<file path="src/rtl/banco_pkg.sv">
// Shared types and defaults for the register bank.
// Reused by decode and hazard units.
package banco_pkg;
  localparam int DW_DEF    = 32;
  localparam int NREG_DEF  = 32;
  localparam int ZERO_ADDR = 0;

  typedef logic [$clog2(NREG_DEF)-1:0] reg_addr_t;
  typedef logic [DW_DEF-1:0]           reg_data_t;
endpackage

</file>
<file path="src/rtl/banco_rdport.sv">
// One read port: bank mux output with write-through
// bypass and zero-register masking.
module banco_rdport #(
  parameter int DW       = 32,
  parameter int AW       = 5,
  parameter bit ZERO_REG = 1'b1,
  parameter bit BYPASS   = 1'b1
) (
  input  logic [AW-1:0] ra,
  input  logic [DW-1:0] rd_data,
  input  logic          busy_in,
  input  logic          we,
  input  logic [AW-1:0] wa,
  input  logic [DW-1:0] wd,
  output logic [DW-1:0] dr,
  output logic          busy
);
  logic hit;
  logic zero;

  // Forward in-flight write; register 0 always masks
  always_comb begin
    hit  = BYPASS && we && (wa == ra);
    zero = ZERO_REG && (ra == '0);
    dr   = rd_data;
    busy = busy_in;
    if (zero) begin
      dr   = '0;
      busy = 1'b0;
    end else if (hit) begin
      dr   = wd;
      busy = 1'b0;
    end
  end
endmodule

</file>
<file path="src/rtl/banco_param.sv">
// Parametrised register bank with bypass, zero
// register and a busy scoreboard for hazards.
module banco_param
  import banco_pkg::*;
#(
  parameter int DW       = DW_DEF,
  parameter int NREG     = NREG_DEF,
  parameter int AW       = $clog2(NREG),
  parameter bit ZERO_REG = 1'b1,
  parameter bit BYPASS   = 1'b1
) (
  input  logic          clk,
  input  logic          rst_n,
  input  logic          RegEn,
  input  logic [AW-1:0] aw,
  input  logic [DW-1:0] dataIn_b,
  input  logic [AW-1:0] ra1,
  input  logic [AW-1:0] ra2,
  output logic [DW-1:0] dr1,
  output logic [DW-1:0] dr2,
  input  logic          ResEn,
  input  logic [AW-1:0] ResA,
  output logic          busy1,
  output logic          busy2,
  output logic [AW:0]   busy_cnt
);
  localparam int CW = AW + 1;

  logic [DW-1:0]   bank_q [NREG];
  logic [DW-1:0]   bank_d [NREG];
  logic [NREG-1:0] busy_q;
  logic [NREG-1:0] busy_d;
  logic [CW-1:0]   cnt_q;
  logic [CW-1:0]   cnt_d;
  logic            we_ok;
  logic            res_ok;
  logic            inc;
  logic            dec;

  // Next state: write clears busy, reserve wins
  always_comb begin
    bank_d = bank_q;
    busy_d = busy_q;
    we_ok  = RegEn &&
             !(ZERO_REG && aw == AW'(ZERO_ADDR));
    res_ok = ResEn &&
             !(ZERO_REG && ResA == AW'(ZERO_ADDR));
    inc    = res_ok && !busy_q[ResA];
    dec    = we_ok && busy_q[aw] &&
             !(res_ok && ResA == aw);
    if (we_ok) begin
      bank_d[aw] = dataIn_b;
      busy_d[aw] = 1'b0;
    end
    if (res_ok) begin
      busy_d[ResA] = 1'b1;
    end
    cnt_d = cnt_q + CW'(inc) - CW'(dec);
  end

  // State registers, async clear
  always_ff @(posedge clk or negedge rst_n) begin
    if (!rst_n) begin
      for (int i = 0; i < NREG; i++) begin
        bank_q[i] <= '0;
      end
      busy_q <= '0;
      cnt_q  <= '0;
    end else begin
      bank_q <= bank_d;
      busy_q <= busy_d;
      cnt_q  <= cnt_d;
    end
  end

  assign busy_cnt = cnt_q;

  banco_rdport #(
    .DW(DW), .AW(AW),
    .ZERO_REG(ZERO_REG), .BYPASS(BYPASS)
  ) u_rd1 (
    .ra      (ra1),
    .rd_data (bank_q[ra1]),
    .busy_in (busy_q[ra1]),
    .we      (RegEn),
    .wa      (aw),
    .wd      (dataIn_b),
    .dr      (dr1),
    .busy    (busy1)
  );

  banco_rdport #(
    .DW(DW), .AW(AW),
    .ZERO_REG(ZERO_REG), .BYPASS(BYPASS)
  ) u_rd2 (
    .ra      (ra2),
    .rd_data (bank_q[ra2]),
    .busy_in (busy_q[ra2]),
    .we      (RegEn),
    .wa      (aw),
    .wd      (dataIn_b),
    .dr      (dr2),
    .busy    (busy2)
  );
endmodule

</file>
<file path="config.mk">
export PLATFORM = sky130hd
export DESIGN_NAME = banco_param
export DESIGN_NICKNAME = d
export VERILOG_FILES = /design/src/rtl/banco_pkg.sv /design/src/rtl/banco_rdport.sv /design/src/rtl/banco_param.sv
export SDC_FILE = /design/constraint.sdc
export NUM_CORES = 2
export LEC_CHECK = 0
export CORE_AREA = 4 4 393 433
export DETAILED_ROUTE_END_ITERATION = 7
export DIE_AREA = 0 0 397 437
export SETUP_SLACK_MARGIN = 0.2
export SLEW_MARGIN = 20
export SYNTH_ARGS = -nofsm -noshare
export SYNTH_HDL_FRONTEND = slang
export SYNTH_SLANG_ARGS = --single-unit
</file>
<file path="constraint.sdc">
create_clock -name clk -period 8.62 [get_ports clk]
set_input_delay 1.293 -clock clk [delete_from_list [all_inputs] [get_ports clk]]
set_output_delay 1.293 -clock clk [all_outputs]
set_load 0.01 [all_outputs]
</file>
Figure 1. Power grid.
Scale bar: 100 um. Pins as bars on the die edge.
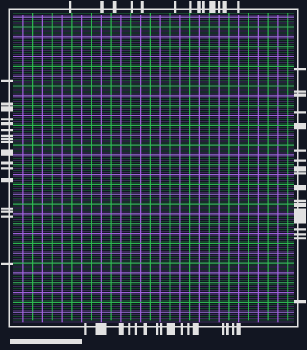
Purple is VSS. Green is VDD.
158 met1 rails follow the rows. 128 signal pins sit on the boundary. 28 straps on met4. The core has 157 rows.
die height: 437 um
core area: 166,000 sq um
VDD IR-drop max: 0.0001683 V
Die W: 397 um

Figure 2. Placed cells, one colour a class.
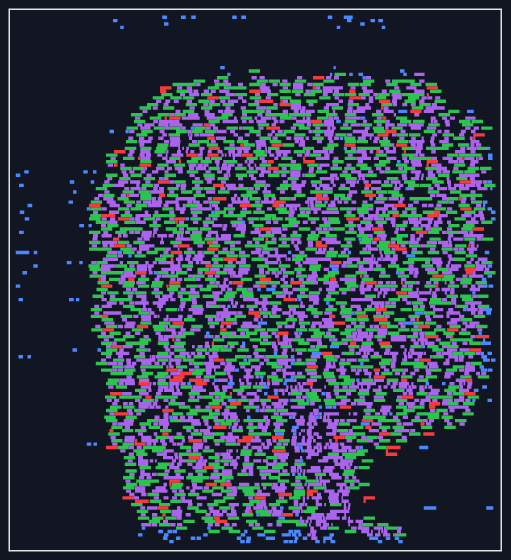
Purple is remaining logic cells, cells 2,499, share of their area 47%. Blue is remaining buffers and delay cells, cells 245, share of their area 3.7%. Green is registers, cells 1,062, share of their area 43%. Red is clock drivers and dummy loads, cells 216, share of their area 6.8%.
fin area: 65,090 sq um
final core utilization: 39.21%
sequential share of cell area: 40.83%

Figure 3. Clock wires, drivers and flops.
Scale bar: 100 um.
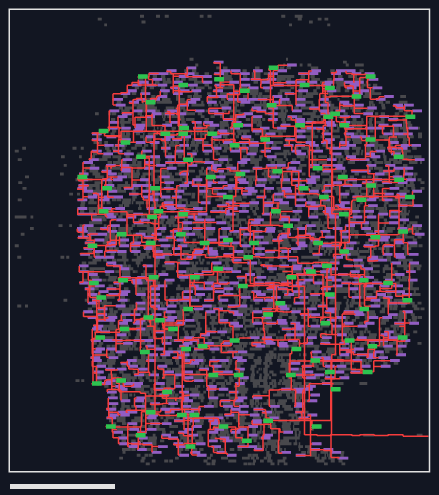
Red is clock wires, length 14,800 um. Purple is flip-flops, count 1,062. Green is clock-net drivers, count 115.
There are 116 routed clock nets. Position of the flops: spread over the die.
clock power share: 35.6%
Max Clock Skew: 0.02353 ns
P_clk: 0.00548 W
worst skew pair latency: 0.74 ns

Figure 4. Signal wires by layer.
Scale bar: 100 um.
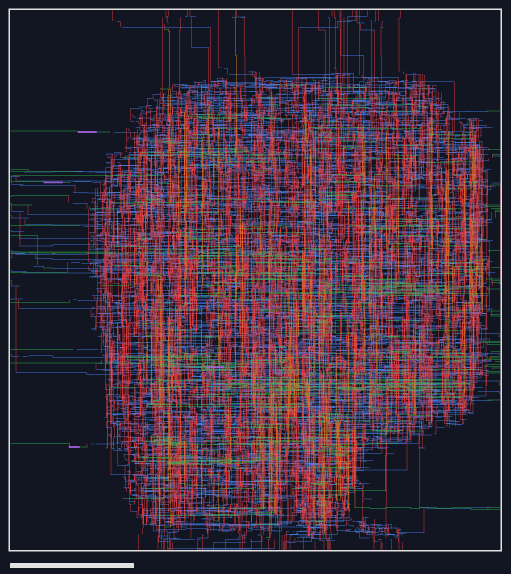
Green is M3, wire length 15,100 um. Orange is M4, wire length 10,600 um. Purple is M5, wire length 47.8 um. Red is M2, wire length 94.3 mm. Blue is M1, wire length 80.2 mm.
DR WL/cell: 32.02 um
drt total wl: 200,200 um
gr usage total: 22.75%

Figure 5. Clock nets.
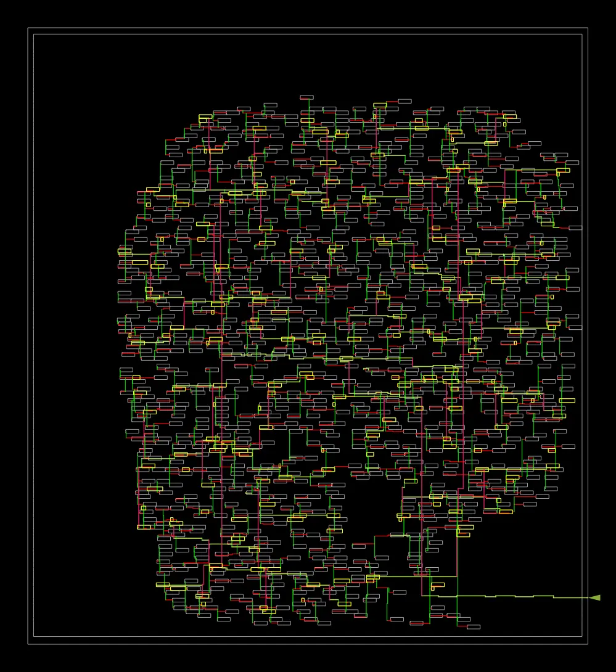
CTS sink count: 1,062
TritonCTS Buffers: 115
Flops: 1,062

==> impl_metrics.tcl <==
# metrics dict for downstream scripts
set metrics [dict create \
    status "finished clean" \
    synth_nets 4083 \
    gp_congestion 0.8208 \
    syn2layout_area_growth_pct 12.87 \
    yosys-stat-cells 4020 \
    initial_core_util_pct 34.74 \
    fillCellCount 15460 \
    gr-usage-met3_pct 4.754 \
    cp-end-kind "primary output" \
    switching_share_pct 27.90 \
    r2r_setup_slack_ns 5.61 \
    post-route-period-util_pct 80.34 \
    ctsResizeCount 0 \
    clock_area_share_pct 6.465 \
    pg_seq_w 0.00664 \
    p_seq_share_pct 43.2 \
    regArea_sq_um 26580 \
    first_iter_violations 3453 \
    cts_hold_buf 0 \
    yosys_warnings 0 \
    rsz0062_at_grt "no" \
    grt_antenna_before_repair 11 \
    cts-root-buf "clkbuf_16" \
    synth.logic.top_family "multiplexers" \
    fa_ha_area_share_pct 0.1649 \
    wl_met2_um 94330 \
    worstReg2RegStart "busy_q[31]" \
    netlist_area_sq_um 57660 \
    worstSetupPathType "input pin to primary output" \
    power_density_nw_per_um2 236.0 \
    htree_levels 3 \
    inv_count 10 \
    place_area_sq_um 60840 \
    largest_cell_class "logic gates" \
    maxCapViolations 0 \
    simple_gate_share_pct 2.623 \
    whs_path_depth 0 \
    top_cells_by_area "dfrtp_1, mux2_2, mux4_2, mux2i_1, buf_2" \
    tool_warnings 46 \
    hpwl_um 112700 \
    crit_buf_inv 5 \
    yosysTopAreaCell "dfrtp_1" \
    crit_chain "buf_4 -> buf_4 -> nor2b_4 -> buf_4 -> a22oi_1 -> nand2_1 -> nor3_1 -> o41ai_1 -> buf_4 -> clkdlybuf4s50_1" \
    r2r_end "busy_cnt[4]" \
    dpl.cell_count 6030 \
    viasPerCell 6.140 \
    fmax_mhz 144.4 \
    drc 0 \
    worst_pin_slew_ns 1.201 \
    post_cts_buffers 0 \
    mostFrequentLayoutCell "dfrtp_1" \
    yosysUniqueCellTypes 65 \
    num-clock-buffers 166 \
    critPathRequiredTime_ns 7.33 \
    final-nonclk-buf-share_pct 3.553 \
    wl_met1_um 80160 \
    logic_area_sq_um 29150 \
    leakagePower_nw 27.90 \
    hp-class "flip-flop to flip-flop" \
    p_total_w 0.01536 \
    setup_ws_ns 1.695 \
    worstPathArrival_ns 5.63 \
    combPwrFrac_pct 21.1 \
    setup_viol 0 \
    ys_sh_aoi_pct 6.078 \
    rows 157 \
    mux_area_share_pct 40.86 \
    grt_pass1_vias 39550 \
    power.switching_w 0.004286 \
    hold_viol 0 \
    fin_cells 6253 \
    min_to "bank_q[999]" \
    max-slew-margin-rel_pct 19.74 \
    critical-path-top-delay-family "buffers and inverters" \
    ys.flops 1062 \
    use_met1_pct 29.48 \
    ant_nets 0 \
    ys.flop_type "dfrtp_1" \
    pg_comb_w 0.00324 \
    syn_inst 4020 \
    layout-drive-gt1-share_pct 45.80 \
    dp_slack_ns 1.879 \
    port_buffers 127 \
    startpoint "ra2[3]" \
    grt_max_degree 177 \
    ys_sh_xor_pct 0.3038 \
    path_depth 10 \
    slowest_delay_ns 1.00 \
    synthArstFlopShare_pct 100.0 \
    chipArea_sq_um 173500 \
    n_tap_cell 2226 \
    grt_pass1_wl_um 289200 \
    diodes 5 \
    min_period_ns 6.925 \
    crit_path_top_delay_cell "o41ai_1" \
    first_pass_iters 7 \
    clkTransAtPathRegs_ns 0.06 \
    use_met2_pct 36.47 \
    hold_start "bank_q[999]" \
    num_vias 38390 \
    syn_area_per_cell_sq_um 14.34 \
    largest_reg_flops 1024 \
    comb_share_pct 44.79 \
    cellInternalPower_w 0.01108 \
]
cells in the mapped netlist (6+ instances only):
cell	n
nor4_1	14
nor2b_1	11
nor3_1	37
buf_4	40
xnor2_1	10
a31oi_1	14
nand2b_1	8
o22ai_1	74
mux2_1	14
buf_2	165
ha_1	6
a21oi_1	13
clkbuf_1	190
a221o_1	11
mux2_2	1008
mux4_2	428
a211o_1	11
nand3_1	18
a32o_1	31
buf_6	15
a22oi_1	70
o21ai_0	66
xor2_1	10
nor2_1	59
nand2_1	101
dfrtp_1	1062
nand3b_1	9
buf_1	48
a221oi_1	29
o221ai_1	34
a32oi_1	6
mux2i_1	241
a211oi_1	50
inv_1	9
a22o_1	41
No activity file was given, so power comes from the tool's default toggle rates.
